`config.mk`:
```
export PLATFORM = sky130hd
export DESIGN_NAME = vlog_fsm_arb_n
export DESIGN_NICKNAME = d
export VERILOG_FILES = /design/src/rtl/vlog_fsm_arb_n.sv
export SDC_FILE = /design/constraint.sdc
export NUM_CORES = 1
export LEC_CHECK = 0
export CORE_MARGIN = 1.5
export CORE_UTILIZATION = 25
export DETAILED_ROUTE_END_ITERATION = 8
export PLACE_DENSITY = 0.55
export SYNTH_ARGS = -nofsm -noshare
export SYNTH_HDL_FRONTEND = slang
export SYNTH_SLANG_ARGS = --single-unit
```
`constraint.sdc`:
```
create_clock -name clock -period 2 [get_ports clock]
set_input_delay 0.4 -clock clock [delete_from_list [all_inputs] [get_ports clock]]
set_output_delay 0.4 -clock clock [all_outputs]
set_load 0.01 [all_outputs]
```
`src/rtl/vlog_fsm_arb_n.sv`:
```
// Round-robin arbiter with a one-hot IDLE/GRANT FSM and one idle cycle between grants.
// Define ARB_TIMEOUT_EN to compile in forced release after HOLD_MAX grant cycles.
module vlog_fsm_arb_n #(
    parameter int unsigned NUM_REQ  = 4,
    parameter int unsigned HOLD_MAX = 8
) (
    input  logic                       clock,
    input  logic                       reset,
    input  logic [NUM_REQ-1:0]         req,
    output logic [NUM_REQ-1:0]         gnt,
    output logic [$clog2(NUM_REQ)-1:0] gnt_id,
    output logic                       busy,
    output logic                       timeout
);
    localparam int unsigned IdW = $clog2(NUM_REQ);

    if (NUM_REQ < 2 || NUM_REQ > 16) begin : g_bad_num_req
        $error("vlog_fsm_arb_n: NUM_REQ must be in 2..16");
    end
    if (HOLD_MAX < 2 || HOLD_MAX > 255) begin : g_bad_hold_max
        $error("vlog_fsm_arb_n: HOLD_MAX must be in 2..255");
    end

    typedef enum logic [1:0] {
        StIdle  = 2'b01,
        StGrant = 2'b10
    } state_e;

    state_e             state_q, state_d;
    logic [NUM_REQ-1:0] gnt_q, gnt_d;
    logic [IdW-1:0]     gnt_id_q, gnt_id_d;
    logic               busy_q, busy_d;
    logic [IdW-1:0]     ptr_q, ptr_d;

    logic               win_valid;
    logic [IdW-1:0]     win_id;
    logic               owner_req;
    logic [IdW-1:0]     ptr_after_owner;
    logic               force_rel;

    assign owner_req       = req[gnt_id_q];
    assign ptr_after_owner = (gnt_id_q == IdW'(NUM_REQ - 1)) ? '0 : gnt_id_q + IdW'(1);

    // First requester found scanning upward from ptr, wrapping at NUM_REQ.
    always_comb begin
        int unsigned    idx_int;
        logic [IdW-1:0] idx;
        win_valid = 1'b0;
        win_id    = '0;
        idx_int   = 0;
        idx       = '0;
        for (int unsigned off = 0; off < NUM_REQ; off++) begin
            idx_int = 32'(ptr_q) + off;
            if (idx_int >= NUM_REQ) begin
                idx_int = idx_int - NUM_REQ;
            end
            idx = IdW'(idx_int);
            if (!win_valid && req[idx]) begin
                win_valid = 1'b1;
                win_id    = idx;
            end
        end
    end

`ifdef ARB_TIMEOUT_EN
    localparam logic [7:0] HoldTop = 8'(HOLD_MAX - 1);

    logic [7:0] hold_q, hold_d;
    logic       timeout_q;
    logic       others_req;

    assign others_req = |(req & ~gnt_q);
    assign force_rel  = (state_q == StGrant) && (hold_q == HoldTop) && owner_req && others_req;

    // Cleared whenever GRANT is entered or left; saturates while the grant persists.
    always_comb begin
        hold_d = hold_q;
        if (state_q != StGrant || state_d != StGrant) begin
            hold_d = '0;
        end else if (hold_q != HoldTop) begin
            hold_d = hold_q + 8'd1;
        end
    end

    always_ff @(posedge clock or posedge reset) begin
        if (reset) begin
            hold_q    <= '0;
            timeout_q <= 1'b0;
        end else begin
            hold_q    <= hold_d;
            timeout_q <= force_rel;
        end
    end

    assign timeout = timeout_q;
`else
    assign force_rel = 1'b0;
    assign timeout   = 1'b0;
`endif

    always_comb begin
        state_d  = state_q;
        gnt_d    = gnt_q;
        gnt_id_d = gnt_id_q;
        busy_d   = busy_q;
        ptr_d    = ptr_q;
        unique case (state_q)
            StIdle: begin
                gnt_d    = '0;
                gnt_id_d = '0;
                busy_d   = 1'b0;
                if (win_valid) begin
                    gnt_d    = NUM_REQ'(1) << win_id;
                    gnt_id_d = win_id;
                    busy_d   = 1'b1;
                    state_d  = StGrant;
                end
            end
            StGrant: begin
                if (!owner_req || force_rel) begin
                    gnt_d    = '0;
                    gnt_id_d = '0;
                    busy_d   = 1'b0;
                    ptr_d    = ptr_after_owner;
                    state_d  = StIdle;
                end
            end
            default: begin
                gnt_d    = '0;
                gnt_id_d = '0;
                busy_d   = 1'b0;
                state_d  = StIdle;
            end
        endcase
    end

    always_ff @(posedge clock or posedge reset) begin
        if (reset) begin
            state_q  <= StIdle;
            gnt_q    <= '0;
            gnt_id_q <= '0;
            busy_q   <= 1'b0;
            ptr_q    <= '0;
        end else begin
            state_q  <= state_d;
            gnt_q    <= gnt_d;
            gnt_id_q <= gnt_id_d;
            busy_q   <= busy_d;
            ptr_q    <= ptr_d;
        end
    end

    assign gnt    = gnt_q;
    assign gnt_id = gnt_id_q;
    assign busy   = busy_q;

endmodule

```
### Floorplan with the power grid, run 1

Scale bar: 20 um. Pins as bars on the die edge.
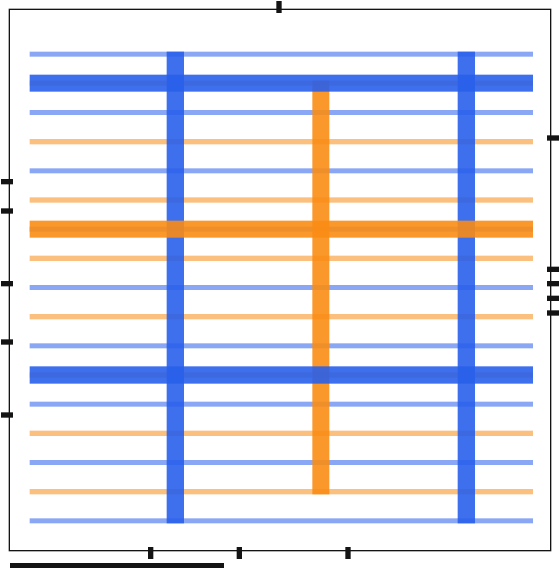
[VDD] orange
[VSS] blue
signal pins: 14
met1 rails: 17

### Placement by cell class, run 1

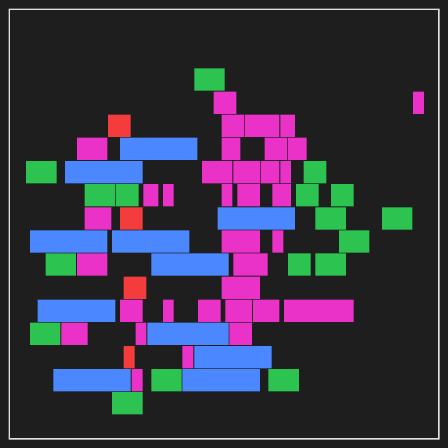
[clock drivers and dummy loads] red | cells: 4
[flops] blue | cells: 11
[combinational and other logic] magenta | cells: 35
[other buffers and delay cells] green | cells: 17

==> qor.csv, run 1 <==
stage;metric;value;unit
placement;placed inst area;733;um2
clock_network;Worst-Skew Late Latency;0.27;ns
layout;layout net count;75;
clock_network;Clock Sinks;11;
floorplanning;std cell rows;16;
power;maximum VDD drop;0.000558;V
detailed_routing;vias per cell;4.78;
floorplanning;io pins;14;
power;Net Switching;0.000349;W
power;Comb pwr share;43.8;%
sta;RSZ-0062 raised after global routing;false;
run_status;outcome;finished, final reports clean;
worst_setup_path;crit start category;primary input;
job;max cap viols;0;
synthesis;YS chip area;561;um2
power;Clk pwr share;15.4;%
synthesis;asr flop ratio synth;100;%
sta;pins over their slew limit;0;
floorplanning;Core Area;0.00204;mm2
clock_network;Reg clk slew, reported paths;0.07;ns
clock_network;postcts setup bufs;0;
layout;antenna diode count;0;
worst_setup_path;crit-path cells;clkdlybuf4s50_1 > mux4_2 > nor3b_2 > mux2_2;
floorplanning;fp util;27.5;%
power;LEAKAGE;0.329;nW
sta;final setup vio count;0;
layout;Finished Cell Area;759;um2
detailed_routing;drt initial violations;11;
global_route;Total GRT Usage;11.6;%
placement;PortBufs;12;
detailed_routing;drt drc;0;
synthesis;Syn Nets;55;
layout;final core occ;37.2;%
sta;clock skew;0.00253;ns
worst_setup_path;Reg2Reg Setup Slack;0.24;ns
global_route;largest net degree at the start of global routing;12;
worst_setup_path;slowest cell delay on critical path;0.50;ns
synthesis;Post-Syn Instances;48;
### Clock distribution, run 1

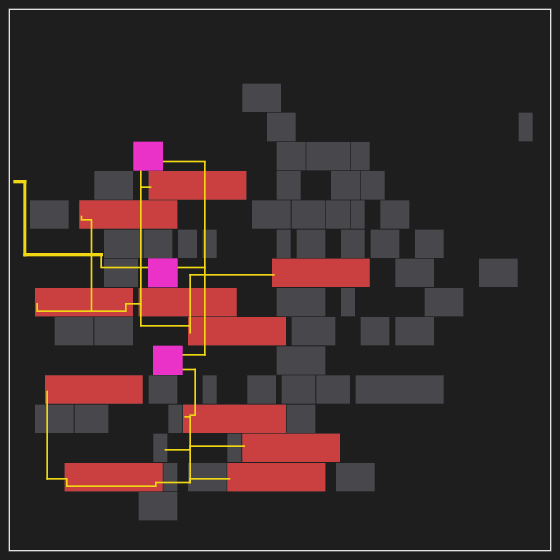
[clock drivers] magenta | count: 3
[clock wires] yellow | length: 157 um
[flip-flops] red | count: 11
routed clock nets: 4

### Routed metal, one colour a layer, run 1

Scale bar: 20 um.
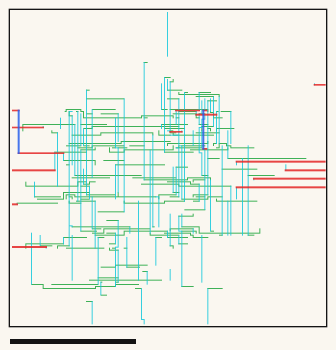
[metal 3] red | wire length: 81.9 um
[metal 4] blue | wire length: 12.9 um
[metal 2] cyan | wire length: 580 um
[metal 1] green | wire length: 606 um

run 1: cell usage after synthesis (all sizes together) (2+ instances only):
master	n	area, um2
a32o	2	20.0
and2b	2	15.0
buf	2	18.8
dfrtp	10	250
inv	2	7.51
mux2	2	22.5
nand2	2	7.51
nor2	4	15.0
nor3b	3	27.5
o31ai	2	15.0
run 1: path summary, 6_finish.rpt:
check | startpoint | endpoint | cells after the start
max reg2reg | gnt_id[0]$_DFFE_PP0P_ | ptr_q[0]$_DFFE_PP0P_ | 3
max in group asynchronous | reset | state_q[0]$_DFFE_PP1P_ | 2
min reg2reg | busy$_DFFE_PP0P_ | busy$_DFFE_PP0P_ | 1
min in group clock | busy$_DFFE_PP0P_ | busy$_DFFE_PP0P_ | 1
min | reset | ptr_q[0]$_DFFE_PP0P_ | 2
max | req[1] | ptr_q[0]$_DFFE_PP0P_ | 4
run 1: sequential cells by signal, summed over array words and instances (netlist names):
register,count
gnt,4
ptr_q,2
gnt_id,2
state_q,2
busy,1
run 1: power groups by stage:
| stage | combinational, W | sequential [W] | clock [W] |
|---|---|---|---|
| 3_5_place_dp | 0.000433 | 0.000404 | 0 |
| 5_1_grt | 0.000473 | 0.000419 | 0.000171 |
| 4_1_cts | 0.000435 | 0.000400 | 0.000153 |
| 3_3_place_gp | 0.000422 | 0.000404 | 0 |
| 6_report | 0.000431 | 0.000401 | 0.000152 |
| 2_1_floorplan | 0.000230 | 0.000411 | 0 |
run 1: cells in the final DEF (no fill, tap or decap):
cell,n
nor2b_1,1
inv_1,2
o32a_1,1
and2b_1,2
nor4_1,1
o32ai_1,1
o21ai_0,1
a22o_1,1
buf_4,5
dfstp_2,1
nor3b_1,2
ha_1,1
nand2b_1,1
and3b_1,1
clkbuf_4,3
nor3b_2,1
nand4b_1,1
a21o_2,1
clkbuf_1,1
or2b_1,1
nor2_1,4
dfrtp_1,10
a32o_1,2
nand2_1,2
o31ai_1,2
clkdlybuf4s50_1,12
a21oi_1,1
mux2_2,2
conb_1,1
o22ai_1,1
mux4_2,1
run 1: through the flow:
stage | hold slack [ns] | total power, W
2_1_floorplan | 0.252 | 0.000641
5_1_grt | 0.470 | 0.00106
4_1_cts | 0.437 | 0.000988
3_5_place_dp | 0.474 | 0.000837
3_3_place_gp | 0.472 | 0.000825
6_report | 0.419 | 0.000983
run 1: area by class of cell:
class / count / area, um2 / area share (%)
multi-input cells: 33 / 258 / 33.9
clock buffers: 4 / 26.3 / 3.46
flip-flops and latches: 11 / 277 / 36.4
well taps: 27 / 33.8 / 4.45
repair buffers: 17 / 158 / 20.8
inverters: 2 / 7.51 / 0.988
run 1: kinds of logic after synthesis:
| logic type | synth area share [%] |
|---|---|
| simple gates | 19.4 |
| compound gates | 15.6 |
| flops | 49.3 |
| buf+inv | 4.69 |
| mux | 8.04 |
| fa+ha+maj | 2.23 |
| other cells | 0.669 |
run 1: per-layer routing:
layer	up-vias	track usage [%]	wire length [um]
li1	215	-	-
met1	212	15.4	605
met2	18	17.5	579
met3	4	2.98	81
met4	0	5.41	12
met5	-	0	0
run 1: critical path, delay by kind of cell:
family / cells / cell delay [ns]
and+or+nand+nor: 1 / 0.26
muxes: 2 / 0.88
buffers and inverters: 1 / 0.44
### Routing congestion map, run 1

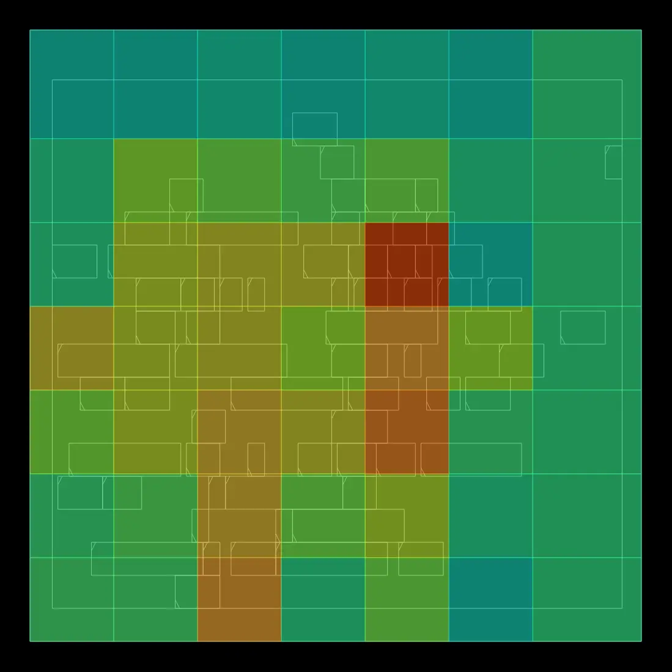

==> inputs of run 2 (changes only) <==
--- a/config.mk
+++ b/config.mk
@@ -7,6 +7,8 @@
 export LEC_CHECK = 0
 export CORE_MARGIN = 1.5
 export CORE_UTILIZATION = 25
+export CTS_BUF_LIST = sky130_fd_sc_hd__clkbuf_4
+export CTS_CLUSTER_SIZE = 8
 export DETAILED_ROUTE_END_ITERATION = 8
 export PLACE_DENSITY = 0.55
 export SYNTH_ARGS = -nofsm -noshare
### Routing congestion map, run 2

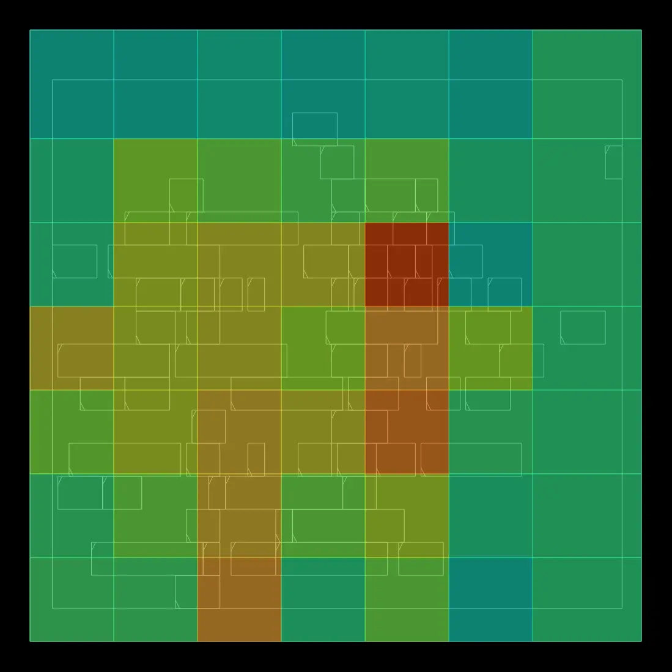
final core occ: 37.4%
M1 GR Usage: 15.6%
GRT Max-Usage Layer: met2

### Floorplan with the power grid, run 2

Scale bar: 20 um. Pins as bars on the die edge.
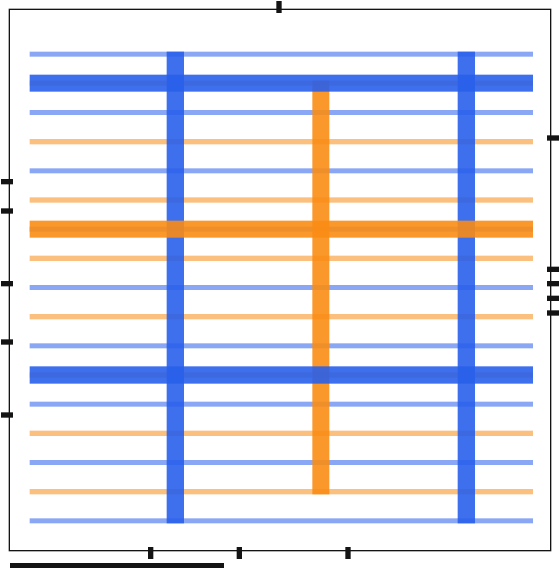
[VDD] orange
[VSS] blue
met1 rails: 17
signal pins: 14
met4 straps: 3
met5 straps: 3
rows: 16

==> qor.csv, run 2 <==
stage;metric;value;unit;change
synthesis;top cells by area;dfrtp_1 (45%), dfstp_2 (4.7%), mux2_2 (4.0%);;unchanged
sta;RSZ-0062 raised after global routing;false;;unchanged
run_status;outcome;finished, final reports clean;;unchanged
clock_network;Clock Sinks;11;;unchanged
power;Net Switching;0.000347;W;was 0.000349 W
synthesis;Post-Syn Instances;48;;unchanged
clock_network;postcts setup bufs;0;;unchanged
sta;pins over their slew limit;0;;unchanged
synthesis;asr flop ratio synth;100;%;unchanged
floorplanning;fp util;27.5;%;unchanged
layout;Commonest Layout Cell;clkdlybuf4s50_1;;unchanged
detailed_routing;vias per cell;4.81;;was 4.78
power;maximum VDD drop;0.000559;V;was 0.000558 V
placement;placed inst area;733;um2;unchanged
sta;final setup vio count;0;;unchanged
floorplanning;io pins;14;;unchanged
worst_setup_path;kind of cell adding the most delay to the critical path;multiplexers;;unchanged
job;max cap viols;0;;unchanged
worst_setup_path;CP bufs+invs;1;;unchanged
worst_setup_path;Reg2Reg Setup Slack;0.24;ns;about the same
power;Comb pwr share;43.3;%;was 43.8%
synthesis;top cell type's share of synthesized area;44.6;%;unchanged
### Placement by cell class, run 2

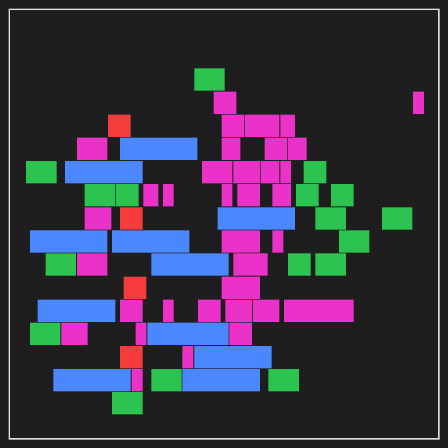
[other buffers and delay cells] green | cells: 17
[combinational and other logic] magenta | cells: 35
[clock drivers and dummy loads] red | cells: 4
[flops] blue | cells: 11

[run 2: cell types whose count changed in the layout (fill, tap and decap cells not counted)]
cell / before / now
clkbuf_4: 3 / 4
clkbuf_1: 1 / 0
[run 2: worst max-delay path by stage]
stage	endpoint	cells past startpoint
final	ptr_q[0]$_DFFE_PP0P_	4
after global routing	ptr_q[0]$_DFFE_PP0P_	4
after CTS	ptr_q[0]$_DFFE_PP0P_	4
after detailed placement	ptr_q[0]$_DFFE_PP0P_	4
after global placement	ptr_q[0]$_DFFE_PP0P_	4
after floorplan	ptr_q[0]$_DFFE_PP0P_	3
[run 2: cells by family (layout without fill, tap and decap cells)]
| group | after synthesis | count (layout) | synth area share, % |
|---|---|---|---|
| simple gates | 17 | 17 | 19.4 |
| compound gates | 11 | 11 | 15.6 |
| flops | 11 | 11 | 49.3 |
| buf+inv | 4 | 23 | 4.69 |
| mux | 3 | 3 | 8.04 |
| fa+ha+maj | 1 | 1 | 2.23 |
| other cells | 1 | 1 | 0.669 |
[run 2: cell type report]
class                      count  area [um2]
clock buffer                   4        30.0
inverter                       2        7.51
sequential                    11         277
multi-input combinational     33         258
fill                         220        1280
timing repair buffer          17         158
tap                           27        33.8
[run 2: routing by layer]
metal / part of all wire (%) / up-vias / routed length (um)
met3: 6.3 / 4 / 81
met5: 0 / - / 0
li1: - / 215 / -
met1: 47 / 215 / 600
met2: 45 / 18 / 581
met4: 0.94 / 0 / 12
[run 2: metrics by stage]
step / power [W] / setup slack (ns) / hold slack (ns)
final: 0.000995 / 0.177 / 0.419
after CTS: 0.00100 / 0.178 / 0.437
after detailed placement: 0.000837 / -0.0981 / 0.474
after global routing: 0.00108 / 0.149 / 0.467
after global placement: 0.000825 / -0.0432 / 0.472
after floorplan: 0.000641 / 0.340 / 0.252
[run 2: power by group through the flow]
stage	registers [W]	logic (W)	clock network, W
2_1_floorplan	0.000411	0.000230	0
5_1_grt	0.000419	0.000473	0.000187
3_5_place_dp	0.000404	0.000433	0
4_1_cts	0.000400	0.000435	0.000168
6_report	0.000401	0.000431	0.000164
3_3_place_gp	0.000404	0.000422	0
### Clock distribution, run 2

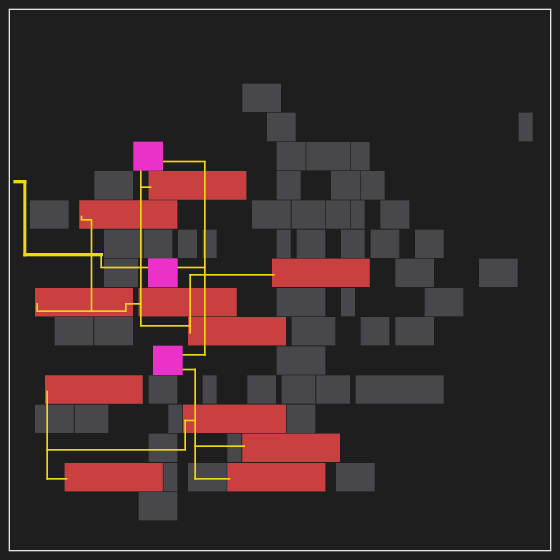

==> inputs of run 3 (changes only) <==
--- a/config.mk
+++ b/config.mk
@@ -5,12 +5,15 @@
 export SDC_FILE = /design/constraint.sdc
 export NUM_CORES = 1
 export LEC_CHECK = 0
+export CELL_PAD_IN_SITES_DETAIL_PLACEMENT = 1
+export CELL_PAD_IN_SITES_GLOBAL_PLACEMENT = 1
 export CORE_MARGIN = 1.5
 export CORE_UTILIZATION = 25
 export CTS_BUF_LIST = sky130_fd_sc_hd__clkbuf_4
 export CTS_CLUSTER_SIZE = 8
 export DETAILED_ROUTE_END_ITERATION = 8
-export PLACE_DENSITY = 0.55
+export PLACE_DENSITY = 0.65
+export SKIP_LAST_GASP = 1
 export SYNTH_ARGS = -nofsm -noshare
 export SYNTH_HDL_FRONTEND = slang
 export SYNTH_SLANG_ARGS = --single-unit
### Clock distribution, run 3

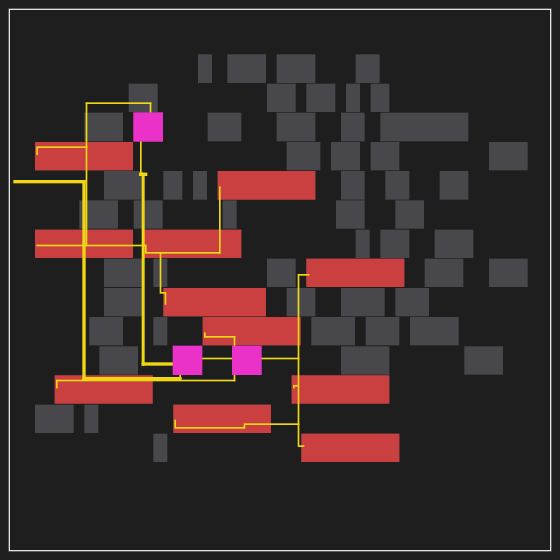
[flip-flops] red | count: 11
[clock drivers] magenta | count: 3
[clock wires] yellow | length: 182 um
routed clock nets: 4

### Floorplan with the power grid, run 3

Scale bar: 20 um. Pins as bars on the die edge.
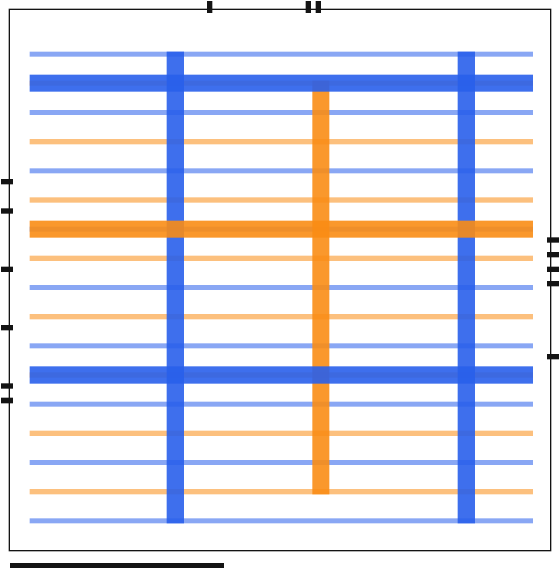
die width: 50.4 um
Core Area: 0.00204 mm2
die height: 50.4 um

### Routed metal, one colour a layer, run 3

Scale bar: 20 um.
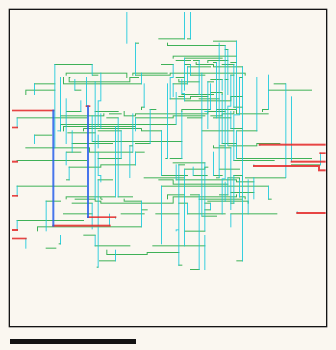
[metal 3] red | wire length: 57.5 um
[metal 2] cyan | wire length: 607 um
[metal 1] green | wire length: 712 um
[metal 4] blue | wire length: 36.0 um

==> qor.csv, run 3 <==
stage;metric;value;unit;change
power;Clk pwr share;16.9;%;was 16.5%
sta;clock skew;0.00167;ns;was 0.00417 ns
placement;Setup WS pre-CTS;-0.0838;ns;was -0.0981 ns
worst_setup_path;crit start category;primary input;;unchanged
synthesis;asr flop ratio synth;100;%;unchanged
synthesis;synth cell count leaders;dfrtp_1 (10), nor2_1 (4);;unchanged
detailed_routing;drt drc;0;;unchanged
synthesis;top cell type's share of synthesized area;44.6;%;unchanged
synthesis;Synth area leader;dfrtp_1;;unchanged
layout;layout net count;74;;was 75
synthesis;Largest logic family;simple AND/OR/NAND/NOR gates;;unchanged
power;maximum VDD drop;0.000574;V;was 0.000559 V
run_status;outcome;finished, final reports clean;;unchanged
synthesis;Syn Nets;55;;unchanged
synthesis;xor/xnor share;0;%;unchanged
sta;final worst slack;0.199;ns;was 0.177 ns
clock_network;postcts setup bufs;0;;unchanged
floorplanning;fp util;27.5;%;unchanged
synthesis;AO/OA Area Share;15.6;%;unchanged
layout;max reg flops;4;;unchanged
layout;Commonest Layout Cell;clkdlybuf4s50_1;;unchanged
clock_network;Worst-Skew Late Latency;0.27;ns;about the same
sta;pins over their slew limit;0;;unchanged
global_route;Total GRT Usage;13.2;%;was 11.6%
sta;Hold Slack;0.414;ns;was 0.419 ns
clock_network;Reg clk slew, reported paths;0.07;ns;about the same
power;Net Switching;0.000357;W;was 0.000347 W
job;max cap viols;0;;unchanged
sta;final setup vio count;0;;unchanged
clock_network;Clock Sinks;11;;unchanged
power;LEAKAGE;0.328;nW;was 0.332 nW
synthesis;YS chip area;561;um2;unchanged
placement;PortBufs;12;;unchanged
floorplanning;std cell rows;16;;unchanged
detailed_routing;vias per cell;4.96;;was 4.81
power;Comb pwr share;42.1;%;was 43.3%
synthesis;Synth mux share;8.04;%;unchanged
worst_setup_path;Reg2Reg Setup Slack;0.25;ns;was 0.24 ns
[run 3: cell counts after synthesis]
Identical to the previous run, type by type.
[run 3: logic make-up after synthesis]
logic type,count (synthesis)
buffers and inverters,4
other,1
AND-OR/OR-AND,11
adder cells (fa/ha/maj),1
multiplexers,3
flip-flops,11
AND/OR/NAND/NOR,17
[run 3: layer usage]
metal | vias to the layer above | global-route usage [%] | part of all wire (%)
li1 | 214 | - | -
met1 | 230 | 18.1 | 50
met2 | 13 | 18.4 | 43
met3 | 4 | 4.17 | 4.0
met4 | 0 | 6.76 | 2.5
met5 | - | 0 | 0
[run 3: power groups by stage]
stage                     clock (W)  combinational, W  sequential (W)
after floorplan                   0          0.000230        0.000411
after CTS                  0.000173          0.000422        0.000410
after detailed placement          0          0.000421        0.000412
after global routing       0.000186          0.000453        0.000425
final                      0.000168          0.000419        0.000408
after global placement            0          0.000411        0.000406
[run 3: area by class of cell]
type                       instances  area (um2)
fill                             246        1290
sequential                        11         277
multi-input combinational         33         258
timing repair buffer              16         150
tap                               27        33.8
clock buffer                       4        30.0
inverter                           2        7.51
[run 3: final timing paths]
path	startpoint	endpoint	depth (start not counted)
setup / recovery	req[3]	ptr_q[1]$_DFFE_PP0P_	4
hold / removal	reset	busy$_DFFE_PP0P_	2
setup reg to reg	gnt_id[0]$_DFFE_PP0P_	ptr_q[1]$_DFFE_PP0P_	3
hold reg to reg	busy$_DFFE_PP0P_	busy$_DFFE_PP0P_	1
max in group asynchronous	reset	state_q[0]$_DFFE_PP1P_	2
min in group clock	busy$_DFFE_PP0P_	busy$_DFFE_PP0P_	1
[run 3: per-stage QoR]
| stage | instance area (um2) | TNS [ns] | util, % | power, W | cells |
|---|---|---|---|---|---|
| 5_1_grt | 756 | 0 | 37.0 | 0.00106 | 93 |
| 3_5_place_dp | 726 | -0.194 | 35.5 | 0.000833 | 89 |
| 4_1_cts | 756 | 0 | 37.0 | 0.00100 | 93 |
| 6_report | 756 | 0 | 37.0 | 0.000996 | 93 |
| 3_3_place_gp | 726 | -0.0824 | 35.5 | 0.000817 | 89 |
| 2_1_floorplan | 561 | 0 | - | 0.000641 | 48 |
[run 3: worst max-delay path, cell delays in order]
cell	delay, ns
clkdlybuf4s50_1	0.44
mux4_2	0.53
nor3b_2	0.23
mux2_2	0.36
No activity file was given, so power comes from the tool's default toggle rates.
